[config.mk]
export PLATFORM = sky130hd
export DESIGN_NAME = elbeth_mux_n_to_1_pipe
export DESIGN_NICKNAME = d
export VERILOG_FILES = /design/src/rtl/elbeth_mux_n_to_1_pipe.sv
export SDC_FILE = /design/constraint.sdc
export NUM_CORES = 1
export LEC_CHECK = 0
export CORE_MARGIN = 5
export CORE_UTILIZATION = 39
export DETAILED_ROUTE_END_ITERATION = 6
export GPL_TIMING_DRIVEN = 0
export HOLD_SLACK_MARGIN = 0.15
export PLACE_DENSITY = 0.89
export REMOVE_ABC_BUFFERS = 1
export SLEW_MARGIN = 10
export SYNTH_ARGS = -nofsm -noshare
export SYNTH_HDL_FRONTEND = slang
export SYNTH_SLANG_ARGS = --single-unit
[constraint.sdc]
create_clock -name clk -period 1.8 [get_ports clk]
set_input_delay 0.18 -clock clk [delete_from_list [all_inputs] [get_ports clk]]
set_output_delay 0.18 -clock clk [all_outputs]
set_load 0.01 [all_outputs]
[src/rtl/elbeth_mux_n_to_1_pipe.sv]
// rtl/elbeth_mux_n_to_1_pipe.sv - N-to-1 valid/ready mux with select or round-robin grant and 2-entry output stage
module elbeth_mux_n_to_1_pipe #(
  parameter int DATA_WIDTH = 32,
  parameter int NUM_INPUTS = 4,
  parameter int ARB_MODE   = 0,
  localparam int SEL_WIDTH = $clog2(NUM_INPUTS)
) (
  input  logic                             clk,
  input  logic                             rst_n,
  input  logic [NUM_INPUTS*DATA_WIDTH-1:0] in_data,
  input  logic [NUM_INPUTS-1:0]            in_valid,
  output logic [NUM_INPUTS-1:0]            in_ready,
  input  logic [SEL_WIDTH-1:0]             sel,
  output logic [DATA_WIDTH-1:0]            out_data,
  output logic                             out_valid,
  input  logic                             out_ready,
  output logic [SEL_WIDTH-1:0]             out_src
);

  typedef enum logic [1:0] {
    ST_EMPTY = 2'd0,
    ST_ONE   = 2'd1,
    ST_TWO   = 2'd2
  } state_t;

  state_t                state_q, state_d;
  logic [DATA_WIDTH-1:0] main_data_q, skid_data_q;
  logic [SEL_WIDTH-1:0]  main_src_q, skid_src_q;
  logic [SEL_WIDTH-1:0]  rr_ptr_q;

  logic                  grant_valid;
  logic [SEL_WIDTH-1:0]  grant_idx;
  logic [DATA_WIDTH-1:0] grant_data;
  logic                  full;
  logic                  acc;
  logic                  pop;
  logic                  load_main;
  logic                  load_skid;
  logic                  skid_to_main;
  int                    rr_idx;

  // Grant selection: explicit select, or first valid channel after rr_ptr with wrap.
  always_comb begin
    grant_valid = 1'b0;
    grant_idx   = '0;
    rr_idx      = 0;
    if (ARB_MODE == 0) begin
      if (int'(sel) < NUM_INPUTS) begin
        grant_valid = 1'b1;
        grant_idx   = sel;
      end
    end else begin
      for (int k = 1; k <= NUM_INPUTS; k++) begin
        rr_idx = (int'(rr_ptr_q) + k) % NUM_INPUTS;
        if (!grant_valid && in_valid[rr_idx]) begin
          grant_valid = 1'b1;
          grant_idx   = SEL_WIDTH'(rr_idx);
        end
      end
    end
  end

  assign grant_data = in_data[int'(grant_idx)*DATA_WIDTH +: DATA_WIDTH];
  assign full       = (state_q == ST_TWO);

  always_comb begin
    in_ready = '0;
    for (int i = 0; i < NUM_INPUTS; i++) begin
      in_ready[i] = grant_valid && !full && (int'(grant_idx) == i);
    end
  end

  assign acc       = |(in_valid & in_ready);
  assign out_valid = (state_q != ST_EMPTY);
  assign pop       = out_valid && out_ready;
  assign out_data  = main_data_q;
  assign out_src   = main_src_q;

  always_ff @(posedge clk or negedge rst_n) begin
    if (!rst_n) begin
      state_q <= ST_EMPTY;
    end else begin
      state_q <= state_d;
    end
  end

  always_comb begin
    state_d      = state_q;
    load_main    = 1'b0;
    load_skid    = 1'b0;
    skid_to_main = 1'b0;
    case (state_q)
      ST_EMPTY: begin
        if (acc) begin
          state_d   = ST_ONE;
          load_main = 1'b1;
        end
      end
      ST_ONE: begin
        if (acc && pop) begin
          load_main = 1'b1;
        end else if (acc) begin
          state_d   = ST_TWO;
          load_skid = 1'b1;
        end else if (pop) begin
          state_d = ST_EMPTY;
        end
      end
      ST_TWO: begin
        if (pop) begin
          state_d      = ST_ONE;
          skid_to_main = 1'b1;
        end
      end
      default: state_d = ST_EMPTY;
    endcase
  end

  // Data and source travel together; skid only holds the word behind main.
  always_ff @(posedge clk or negedge rst_n) begin
    if (!rst_n) begin
      main_data_q <= '0;
      main_src_q  <= '0;
      skid_data_q <= '0;
      skid_src_q  <= '0;
      rr_ptr_q    <= SEL_WIDTH'(NUM_INPUTS - 1);
    end else begin
      if (load_main) begin
        main_data_q <= grant_data;
        main_src_q  <= grant_idx;
      end else if (skid_to_main) begin
        main_data_q <= skid_data_q;
        main_src_q  <= skid_src_q;
      end
      if (load_skid) begin
        skid_data_q <= grant_data;
        skid_src_q  <= grant_idx;
      end
      if (acc) begin
        rr_ptr_q <= grant_idx;
      end
    end
  end

endmodule

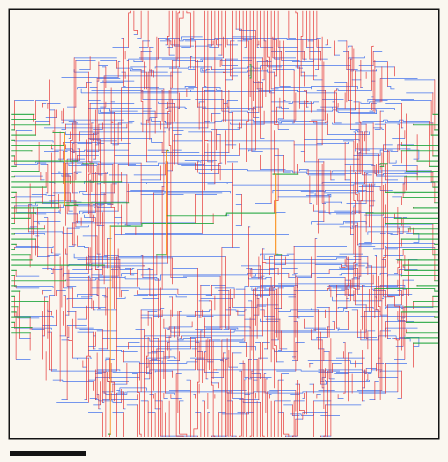
Fig. 1. Routed metal, one color a layer.
Bar = 20 um.
| color | layer | wire length |
|---|---|---|
| red | M2 | 6290 um |
| orange | M4 | 122 um |
| green | M3 | 632 um |
| blue | M1 | 4900 um |

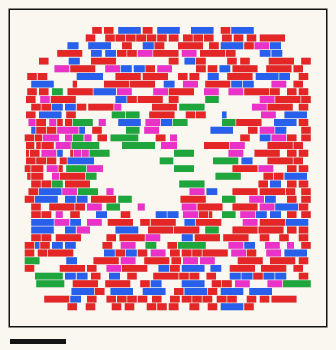
Fig. 2. Sizing map.
Bar = 20 um.
| color | size | cells |
|---|---|---|
| blue | x2 | 94 |
| red | x1 and smaller | 253 |
| green | x6 and larger | 35 |
| magenta | x3 and x4 | 69 |

==> flow_summary.toml <==
# synthesis and place-and-route metrics
[route]
first_iter_violations = 75
ant_nets = 0
drc = 0
dr.pass1.iters = 4
wl_um = 11900

[setup_path]
cp.depth = 6
r2r_slack_ns = -0.03
reg2reg_depth = 6
startpoint = "state_q[0]"
r2r-start = "state_q[0]"
critPathRequiredTime_ns = 2.01
cp-endpoint = "skid_data_q[23]"
crit_arrival_ns = 2.04
cp-start-kind = "register"
path_cells = "nand2b_4 -> and3_4 -> buf_6 -> o21ai_4 -> clkbuf_16 -> mux2_4"
cpPeakStageDelay_ns = 0.46
critPathCaptureType = "register"

[synthesis]
ys_sh_xor = 0
synth-seq-cells = 70
synthAoiAreaFrac = 0.0123
ys_area_um2 = 4050
ys_sh_adder = 0
ys_seq_share = 0.432
logic_family = "multiplexers"
synth.avg_cell_area_um2 = 16.5
synthArstFlopShare = 1.00
ys_cells = 245
ys.warnings.count = 0
top_cells_by_area = "dfrtp_1 43%, mux2_2 20%, mux4_2 18%"
synth_cells = 245
mux_share = 0.494
common_cells = "73 x mux2_2, 70 x dfrtp_1, 32 x mux4_2"

[die]
io_pins = 176
die_y_um = 112
placementRows = 37
die_area_um2 = 12500
core_area_um2 = 10200

[run]
cap_violations = 0

[timing]
setup-violations-final = 9
skew_ns = 0.00982
finalHoldViolCount = 0
fin_setup_tns_ns = -0.158
period_needed_ns = 1.83
holdWs_ns = 0.195
rsz0062_at_grt = "true"
setup_slack_ns = -0.0252
fmax_mhz = 548

[clocking]
clk_path_buf_depth = 2
htree_levels = 3
cts_resized = 16
clock-sinks = 70
cts-root-buf = "clkbuf_8"
cts_buffers = 9
cts_setup_buffers = 16
clkSlewWorstSetupHoldPaths_ns = 0.08

[pwr]
powerDensity_nw_per_um2 = 1150
power.share.clock = 0.151
p_total_mw = 7.69
swShare = 0.282
pwr.group.clock_mw = 1.16
pwr-share-comb = 0.490
p_seq_mw = 2.76
power.internal_mw = 5.52
switchingPower_mw = 2.17

[grt]
grt_max_degree = 67
grt_overflow = 0
grt_pass1_vias = 3413

[worst_hold_path]
hp-class = "primary input to async pin"

[place]
hpwl_um = 8050

[layout]
fin_nets = 584
diodes = 0
register_area_um2 = 1750
final_cells = 587
finish.utilization = 0.653
final_area_um2 = 6680
area_delta_synth_final_pct = 64.9

[status]
violations = "negative setup slack"
status = "finished, violations left"
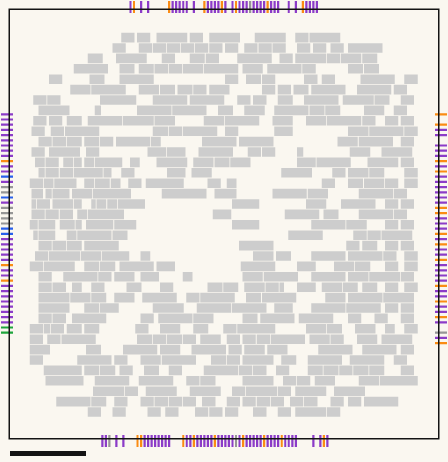
Fig. 3. I/O pins on the die edge.
Bar = 20 um. Pins as bars across the die edge, other pins in gray.
| color | port | pins | direction | edge |
|---|---|---|---|---|
| blue | in_ready | 4 | output | left |
| purple | in_data | 128 | input | 41 bottom, 31 top, 28 left, 28 right |
| orange | out_data | 32 | output | 13 right, 9 bottom, 7 top, 3 left |
| green | sel | 2 | input | left |

==> registers in the layout, summed over array words and instances, names as in the netlist <==
| signal | flops |
|---|---|
| state_q | 2 |
| out_src | 2 |
| out_data | 32 |
| skid_src_q | 2 |
| skid_data_q | 32 |
==> routing by layer <==
metal,GRT usage,share of wire
met5,0,0
met4,0.0497,0.010
met3,0.0424,0.053
met1,0.219,0.41
met2,0.333,0.53
==> layout make-up <==
| type | count | area share |
|---|---|---|
| tap | 136 | 0.0255 |
| clock buffer | 12 | 0.0232 |
| sequential | 70 | 0.263 |
| timing repair buffer | 209 | 0.346 |
| multi-input combinational | 156 | 0.339 |
| inverter | 1 | 0.000562 |
| clock inverter | 3 | 0.00300 |
Power is estimated from default activity; no workload was simulated.
